$ cat src/rtl/csr_req_queue.sv
// csr_req_queue
//
// Writeback-to-CSR request path. CSR/system instructions arriving from
// writeback are decoded into csr_cmd_t commands, buffered in a DEPTH-entry
// FIFO and issued one at a time to the CSR file. The queue waits for the CSR
// response and then returns a registered one-cycle completion to writeback.
//
// Ports:
//   clk_i, rstn_i          clock, asynchronous active-low reset
//   flush_i                drop every entry not yet accepted by the CSR file
//   enq_*                  enqueue channel from writeback (op, rs1/zimm, data,
//                          CSR address, PC)
//   csr_req_*, csr_cmd_o,
//   csr_addr_o, csr_wdata_o,
//   csr_pc_o               request channel to the CSR file
//   csr_resp_*             response from the CSR file (old value, fault)
//   cmp_valid_o, cmp_rdata_o,
//   cmp_xcpt_o             one-cycle completion pulse back to writeback
//   count_o, busy_o        occupancy (including the in-flight head)
//
// Handshakes: a beat transfers on a rising clock edge where valid and ready
// are both high. Once raised, csr_req_valid_o and its fields stay stable until
// the transfer; enq_ready_o depends only on occupancy and flush_i, never on
// enq_valid_i.
//
// Optional build macro: CSR_REQ_TIMEOUT_EN adds parameter TIMEOUT_CYCLES and
// forces a faulting completion when the CSR file never answers.
// Optional macro ASSERTIONS enables the protocol assertion.

package csr_req_queue_pkg;
    typedef enum logic [2:0] {
        CSR_CMD_NOPE  = 3'd0,
        CSR_CMD_READ  = 3'd1,
        CSR_CMD_WRITE = 3'd2,
        CSR_CMD_SET   = 3'd3,
        CSR_CMD_CLEAR = 3'd4,
        CSR_CMD_RW    = 3'd5,
        CSR_CMD_SYS   = 3'd6
    } csr_cmd_t;
endpackage

module csr_req_queue
    import csr_req_queue_pkg::*;
#(
    parameter int XLEN       = 64,
    parameter int CSR_ADDR_W = 12,
    parameter int DEPTH      = 2,
    parameter int IMM_W      = 5
`ifdef CSR_REQ_TIMEOUT_EN
    ,
    parameter int TIMEOUT_CYCLES = 256
`endif
) (
    input  logic                         clk_i,
    input  logic                         rstn_i,
    input  logic                         flush_i,
    input  logic                         enq_valid_i,
    output logic                         enq_ready_o,
    input  logic [2:0]                   enq_op_i,
    input  logic [IMM_W-1:0]             enq_rs1_i,
    input  logic [XLEN-1:0]              enq_data_i,
    input  logic [CSR_ADDR_W-1:0]        enq_addr_i,
    input  logic [XLEN-1:0]              enq_pc_i,
    output logic                         csr_req_valid_o,
    input  logic                         csr_req_ready_i,
    output csr_cmd_t                     csr_cmd_o,
    output logic [CSR_ADDR_W-1:0]        csr_addr_o,
    output logic [XLEN-1:0]              csr_wdata_o,
    output logic [XLEN-1:0]              csr_pc_o,
    input  logic                         csr_resp_valid_i,
    input  logic [XLEN-1:0]              csr_resp_rdata_i,
    input  logic                         csr_resp_xcpt_i,
    output logic                         cmp_valid_o,
    output logic [XLEN-1:0]              cmp_rdata_o,
    output logic                         cmp_xcpt_o,
    output logic [$clog2(DEPTH):0]       count_o,
    output logic                         busy_o
);

    localparam int PTR_W = $clog2(DEPTH);
    localparam int CNT_W = $clog2(DEPTH) + 1;

    typedef enum logic [1:0] {
        ST_IDLE = 2'd0,
        ST_REQ  = 2'd1,
        ST_WAIT = 2'd2
    } state_t;

    state_t                  state_q;
    logic                    req_valid_q;
    logic                    cmp_valid_q;
    logic [XLEN-1:0]         cmp_rdata_q;
    logic                    cmp_xcpt_q;

    csr_cmd_t                cmd_mem   [DEPTH];
    logic [CSR_ADDR_W-1:0]   addr_mem  [DEPTH];
    logic [XLEN-1:0]         wdata_mem [DEPTH];
    logic [XLEN-1:0]         pc_mem    [DEPTH];

    logic [PTR_W-1:0]        wr_ptr_q, rd_ptr_q, wr_ptr_d, rd_ptr_d;
    logic [CNT_W-1:0]        count_q, count_d;

    // ---------------- decode ----------------
    csr_cmd_t                dec_cmd;
    logic [XLEN-1:0]         dec_wdata;
    logic                    dec_keep;
    logic                    rs1_zero;
    logic [XLEN-1:0]         zimm;

    assign rs1_zero = (enq_rs1_i == '0);
    assign zimm     = {{(XLEN-IMM_W){1'b0}}, enq_rs1_i};

    always_comb begin
        dec_cmd   = CSR_CMD_NOPE;
        dec_wdata = enq_data_i;
        dec_keep  = 1'b1;
        case (enq_op_i)
            3'd0: dec_cmd = rs1_zero ? CSR_CMD_WRITE : CSR_CMD_RW;
            3'd1: dec_cmd = rs1_zero ? CSR_CMD_READ  : CSR_CMD_SET;
            3'd2: dec_cmd = rs1_zero ? CSR_CMD_READ  : CSR_CMD_CLEAR;
            3'd3: begin
                dec_cmd   = rs1_zero ? CSR_CMD_WRITE : CSR_CMD_RW;
                dec_wdata = zimm;
            end
            3'd4: begin
                dec_cmd   = rs1_zero ? CSR_CMD_READ : CSR_CMD_SET;
                dec_wdata = zimm;
            end
            3'd5: begin
                dec_cmd   = rs1_zero ? CSR_CMD_READ : CSR_CMD_CLEAR;
                dec_wdata = zimm;
            end
            3'd6: begin
                dec_cmd   = CSR_CMD_SYS;
                dec_wdata = '0;
            end
            // Reserved op: the beat is consumed but never stored.
            default: dec_keep = 1'b0;
        endcase
    end

    // ---------------- handshakes ----------------
    logic push, req_hs, resp_take, timeout_fire, pop, head_claimed;

    assign enq_ready_o  = (count_q < CNT_W'(DEPTH)) && !flush_i;
    assign push         = enq_valid_i && enq_ready_o && dec_keep;
    assign req_hs       = (state_q == ST_REQ) && csr_req_ready_i;
    assign resp_take    = (state_q == ST_WAIT) && csr_resp_valid_i;
    assign pop          = resp_take || timeout_fire;
    // The head survives a flush once the CSR file has accepted it, including
    // when the acceptance and the flush land on the same edge.
    assign head_claimed = (state_q == ST_WAIT) || req_hs;

`ifdef CSR_REQ_TIMEOUT_EN
    localparam int TMR_W = $clog2(TIMEOUT_CYCLES + 1);
    logic [TMR_W-1:0] wait_cnt_q;

    // Fires in the TIMEOUT_CYCLES-th WAIT cycle; a response in that same
    // cycle still wins.
    assign timeout_fire = (state_q == ST_WAIT) && !csr_resp_valid_i &&
                          (wait_cnt_q == TMR_W'(TIMEOUT_CYCLES - 1));

    always_ff @(posedge clk_i or negedge rstn_i) begin
        if (!rstn_i) begin
            wait_cnt_q <= '0;
        end else if (state_q != ST_WAIT || pop) begin
            wait_cnt_q <= '0;
        end else begin
            wait_cnt_q <= wait_cnt_q + TMR_W'(1);
        end
    end
`else
    assign timeout_fire = 1'b0;
`endif

    // ---------------- pointers and occupancy ----------------
    always_comb begin
        rd_ptr_d = pop ? rd_ptr_q + PTR_W'(1) : rd_ptr_q;
        if (flush_i) begin
            // Keep at most the accepted head; everything behind it is dropped.
            wr_ptr_d = rd_ptr_q + PTR_W'(head_claimed);
            count_d  = CNT_W'(head_claimed) - CNT_W'(pop);
        end else begin
            wr_ptr_d = push ? wr_ptr_q + PTR_W'(1) : wr_ptr_q;
            count_d  = count_q + CNT_W'(push) - CNT_W'(pop);
        end
    end

    always_ff @(posedge clk_i or negedge rstn_i) begin
        if (!rstn_i) begin
            wr_ptr_q <= '0;
            rd_ptr_q <= '0;
            count_q  <= '0;
        end else begin
            wr_ptr_q <= wr_ptr_d;
            rd_ptr_q <= rd_ptr_d;
            count_q  <= count_d;
        end
    end

    always_ff @(posedge clk_i) begin
        if (push) begin
            cmd_mem[wr_ptr_q]   <= dec_cmd;
            addr_mem[wr_ptr_q]  <= enq_addr_i;
            wdata_mem[wr_ptr_q] <= dec_wdata;
            pc_mem[wr_ptr_q]    <= enq_pc_i;
        end
    end

    // ---------------- issue / completion FSM ----------------
    always_ff @(posedge clk_i or negedge rstn_i) begin
        if (!rstn_i) begin
            state_q     <= ST_IDLE;
            req_valid_q <= 1'b0;
            cmp_valid_q <= 1'b0;
            cmp_rdata_q <= '0;
            cmp_xcpt_q  <= 1'b0;
        end else begin
            cmp_valid_q <= pop;
            if (resp_take) begin
                cmp_rdata_q <= csr_resp_rdata_i;
                cmp_xcpt_q  <= csr_resp_xcpt_i;
            end else if (timeout_fire) begin
                cmp_rdata_q <= '0;
                cmp_xcpt_q  <= 1'b1;
            end

            unique case (state_q)
                ST_IDLE: begin
                    if (count_d != '0) begin
                        state_q     <= ST_REQ;
                        req_valid_q <= 1'b1;
                    end
                end
                ST_REQ: begin
                    if (req_hs) begin
                        state_q     <= ST_WAIT;
                        req_valid_q <= 1'b0;
                    end else if (flush_i) begin
                        state_q     <= ST_IDLE;
                        req_valid_q <= 1'b0;
                    end
                end
                ST_WAIT: begin
                    if (pop) begin
                        if (count_d != '0) begin
                            state_q     <= ST_REQ;
                            req_valid_q <= 1'b1;
                        end else begin
                            state_q     <= ST_IDLE;
                            req_valid_q <= 1'b0;
                        end
                    end
                end
                default: begin
                    state_q     <= ST_IDLE;
                    req_valid_q <= 1'b0;
                end
            endcase
        end
    end

    // Request fields read straight from the head slot; the slot cannot be
    // overwritten while it is occupied, so they are stable during REQ.
    assign csr_req_valid_o = req_valid_q;
    assign csr_cmd_o       = req_valid_q ? cmd_mem[rd_ptr_q]   : CSR_CMD_NOPE;
    assign csr_addr_o      = req_valid_q ? addr_mem[rd_ptr_q]  : '0;
    assign csr_wdata_o     = req_valid_q ? wdata_mem[rd_ptr_q] : '0;
    assign csr_pc_o        = req_valid_q ? pc_mem[rd_ptr_q]    : '0;

    assign cmp_valid_o = cmp_valid_q;
    assign cmp_rdata_o = cmp_rdata_q;
    assign cmp_xcpt_o  = cmp_xcpt_q;
    assign count_o     = count_q;
    assign busy_o      = (count_q != '0);

`ifdef ASSERTIONS
    a_resp_only_in_wait: assert property (
        @(posedge clk_i) disable iff (!rstn_i)
        csr_resp_valid_i |-> (state_q == ST_WAIT)
    );
`endif

endmodule

$ cat config.mk
export PLATFORM = sky130hd
export DESIGN_NAME = csr_req_queue
export DESIGN_NICKNAME = d
export VERILOG_FILES = /design/src/rtl/csr_req_queue.sv
export SDC_FILE = /design/constraint.sdc
export NUM_CORES = 1
export LEC_CHECK = 0
export CORE_MARGIN = 2
export CORE_UTILIZATION = 38
export DETAILED_ROUTE_END_ITERATION = 12
export PLACE_DENSITY = 0.67
export SLEW_MARGIN = 20
export SYNTH_ARGS = -nofsm -noshare
export SYNTH_HDL_FRONTEND = slang
export SYNTH_SLANG_ARGS = --single-unit
$ cat constraint.sdc
create_clock -name clk_i -period 10.7 [get_ports clk_i]
set_input_delay 1.605 -clock clk_i [delete_from_list [all_inputs] [get_ports clk_i]]
set_output_delay 1.605 -clock clk_i [all_outputs]
set_load 0.05 [all_outputs]
==> flow_summary.rst <==
Flow metrics
------------

.. list-table::
   :header-rows: 1

   * - Metric
     - Value
   * - Critical path's top delay family
     - buffers and inverters
   * - # Post-CTS Setup Buffers
     - 0
   * - DP HPWL
     - 24.3 mm
   * - Unrepaired setup endpoints after global routing
     - false
   * - Critical Path Source Type
     - register
   * - Insertion delay to the later sink of the worst-skew pair
     - 0.55 ns
   * - Initial DRT Pass Iterations
     - 4
   * - Routed metal-1 wire length
     - 15.3 mm
   * - Setup clock skew after layout
     - 0.00908 ns
   * - Largest cells by area
     - sky130_fd_sc_hd__edfxtp_1 59%, sky130_fd_sc_hd__dfrtp_1 12%, sky130_fd_sc_hd__mux2i_1 11%
   * - Layout clock buffer count
     - 46
   * - Library cell used as clock root buffer
     - sky130_fd_sc_hd__clkbuf_16
   * - Met1 Use GR
     - 22.6%
   * - CTS-repair resized insts
     - 0
   * - Flop count
     - 359
   * - Hold crit path type
     - register to register
   * - Fa+ha+maj area frac
     - 0.170%
   * - Violation count after the first detailed-routing iteration
     - 420
   * - Hold-fix buffers at CTS
     - 0
   * - Most frequent cells in the layout
     - 431 x sky130_fd_sc_hd__clkdlybuf4s50_1, 286 x sky130_fd_sc_hd__edfxtp_1, 205 x sky130_fd_sc_hd__nand2_1
   * - Total nets after synthesis
     - 1253
   * - Worst Min Path Start
     - cmp_rdata_o[37]
   * - Portion of synthesized cell area occupied by the leading cell type
     - 58.5%
   * - Fraction of standard cell area in multi-input logic
     - 19.2%
   * - Routed vias/inst
     - 4.76
   * - Max-Slew Margin vs Limit
     - 30.3%
   * - Pwr Total
     - 6220 uW
   * - Multi-input combinational cell area
     - 0.00399 sq mm
   * - Count of instantiated cells in the yosys netlist
     - 1032
   * - Core Util at FP
     - 38.8%
   * - Worst-margin pin slew
     - 1.04 ns
   * - End point of the worst hold path
     - cmp_rdata_o[37]
   * - Async set-or-reset flop fraction in the synthesized netlist
     - 20.3%
   * - Routed len/inst
     - 18.7 um
   * - Critical path buffers and inverters
     - 2
   * - Synth Warn #
     - 0
   * - Top routing layer used
     - met5
   * - Prevailing logic family in the synthesized netlist
     - simple AND/OR/NAND/NOR gates
   * - Maximum Capacitance Violations
     - 0
   * - CTS Buffer Depth
     - 3
   * - Crit path DAT
     - 3.50 ns
   * - CP required
     - 9.10 ns
   * - Non-clock buffers, area share
     - 21.3%
   * - Clock buffers created by TritonCTS
     - 41
   * - DRC violation count after routing
     - 0
   * - Post-synth top area cell
     - sky130_fd_sc_hd__edfxtp_1
   * - GRT Max-Usage Layer
     - met2
   * - Fillers
     - 3172
   * - Worst-path fanout max
     - 56
   * - Commonest non-fill, non-tap cell in the layout
     - sky130_fd_sc_hd__clkdlybuf4s50_1
   * - Routed WL
     - 37.4 mm
   * - Number of antenna cells inserted
     - 1
   * - Critical path endpoint category
     - primary output
   * - Cell Pwr Density
     - 300 mW/mm^2
   * - Area share of and/or/nand/nor cells after synthesis
     - 14.8%
   * - Yosys Chip Area
     - 0.0147 sq mm
   * - Signal buffers
     - 440
   * - XOR-XNOR Cells, Area Fraction
     - 0.469%
   * - Final standard cell count with taps included and fillers excluded
     - 2001
   * - Met2 wire length
     - 17.6 mm
   * - Post-detailed-placement cell area
     - 0.0195 sq mm
   * - Number of nets at the end of the flow
     - 1679
   * - Num rows
     - 71
   * - Number of H-tree levels
     - 2
   * - Mi-comb count
     - 612
   * - Count of vias placed by the detailed router
     - 9531
   * - Maximum number of pins on one net before global-route repair
     - 144
   * - Global-route wire length before repair
     - 57.0 mm
   * - Fraction of final layout cells sized beyond drive strength 1
     - 5.17%
   * - Count of non-CTS inverters in the layout
     - 4
   * - Total of flip-flops plus latches after synthesis
     - 359
   * - Total number of tap cells
     - 511
   * - Library cells used by synthesis
     - 37
   * - Count leader, synth
     - sky130_fd_sc_hd__edfxtp_1
   * - R2R cell count
     - 4
   * - Count of buffers from port buffering
     - 432
   * - Growth of design area from synthesis to finish
     - 41.3%
   * - Final Cycle Share
     - 47.7%
   * - Top cells by count
     - 286 x sky130_fd_sc_hd__edfxtp_1, 205 x sky130_fd_sc_hd__nand2_1, 154 x sky130_fd_sc_hd__mux2i_1, 146 x sky130_fd_sc_hd__nor2b_1, 73 x sky130_fd_sc_hd__dfrtp_1
   * - Worst hold margin
     - 0.475 ns
   * - Gr ovfl total
     - 0
   * - Sequential area share after synthesis
     - 71.0%
   * - Accumulated negative setup slack
     - 0 ns
   * - Count of cells along the worst hold path
     - 2
   * - Worst slack after detailed placement
     - 5.70 ns
   * - Seq. cell area
     - 0.0104 sq mm
   * - Top-Level Pins
     - 433
   * - Fin worst setup slack
     - 5.60 ns
   * - Cell-by-cell listing of the critical path
     - buf_4 > mux2i_1 > nor2b_1 > clkdlybuf4s50_1
   * - Leakage
     - 0.00790 uW
   * - Residual antenna-violating net count after detailed routing
     - 0
   * - Met3 track demand over resource in global routing
     - 6.12%
   * - Clock buffers and inverters, area share
     - 6.10%
   * - Cell area after synthesis
     - 0.0147 sq mm
   * - Area fraction in compound gates after synthesis
     - 0.946%
   * - Hold violation total from the final report
     - 0
   * - GR Util met2
     - 29.9%
   * - EDFF count, synth
     - 286
   * - Cell count after synthesis
     - 1032
   * - Total number of clock tree sinks
     - 359
   * - Worst Setup Path Type
     - register to primary output
   * - Total met3 wirelength after detailed routing
     - 3.41 mm
   * - Finish-stage setup viols
     - 0
   * - Delay contributed by the slowest stage of the critical path
     - 0.85 ns
   * - Result of the run
     - finished, final reports clean
   * - R2R Setup Slk
     - 7.93 ns
   * - Initial antenna violation count
     - 5
   * - R2r startpoint
     - count_o[1]
   * - Via count of the first global-routing pass
     - 9881
   * - Count of tool warnings
     - 32
   * - Worst flop-to-flop path endpoint
     - pc_mem[1][34]
   * - Top FF cell, synth
     - sky130_fd_sc_hd__edfxtp_1
   * - CTS tree
     - yes
   * - Clock transition at the register clock pins on the worst setup and hold paths after CTS
     - 0.06 ns
   * - Maximum clock frequency
     - 0.196 GHz
   * - Chip Footprint
     - 0.0402 sq mm
   * - Number of instances in the placed design
     - 1926
   * - Biggest Area Class
     - flip-flops and latches
## how the worst max path moves through the flow
| stage | startpoint | endpoint | slack, ns | cells past startpoint |
|---|---|---|---|---|
| 3_5_place_dp | enq_op_i[2] | wdata_mem[1][28] | 5.70 | 5 |
| 3_3_place_gp | enq_op_i[2] | wdata_mem[1][42] | 5.71 | 5 |
| 2_1_floorplan | flush_i | addr_mem[0][0] | 1.30 | 4 |
| 4_1_cts | rd_ptr_q | csr_pc_o[10] | 5.48 | 4 |
| 6_report | rd_ptr_q | csr_wdata_o[30] | 5.60 | 4 |
| 5_1_grt | rd_ptr_q | csr_wdata_o[30] | 5.40 | 4 |
## power breakdown
part	switching (uW)	internal (uW)
logic	1960	1020
registers	147	1790
clock network	546	760
total	2660	3570
power_grid.png
Scale bar: 50 um. Pins as bars on the die edge. Tap cells in grey.
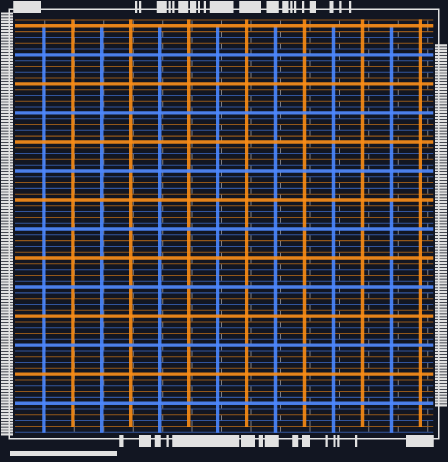
[VSS] blue
[VDD] orange
met1 rails: 72
signal pins: 433
tap cells: 511
met5 straps: 14
die height: 201 um
placeable core area: 0.0378 sq mm
die boundary width: 201 um
Peak VDD IR: 0.204 mV

placement_by_type.png
Scale bar: 50 um.
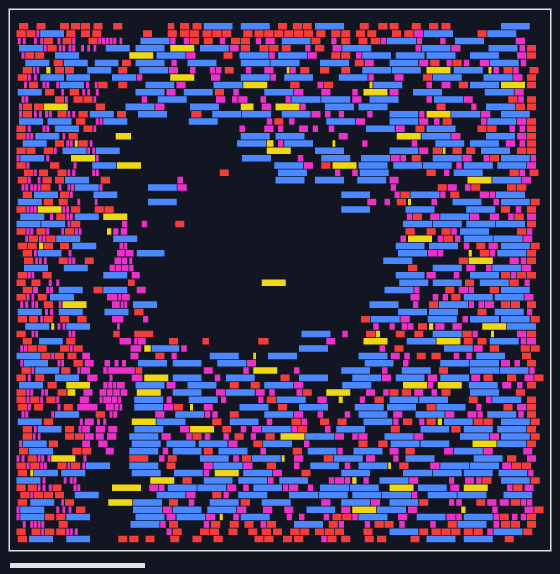
[other buffers and delay cells] red | cells: 440
[flops] blue | cells: 359
[combinational and other logic] magenta | cells: 616
[clock drivers and dummy loads] yellow | cells: 74
register fraction of the total cell area: 50.2%
Util after Layout: 54.8%
Post-Layout Inst Area: 0.0207 sq mm

Power figures rest on the tool's default switching activity, not on a simulated workload.
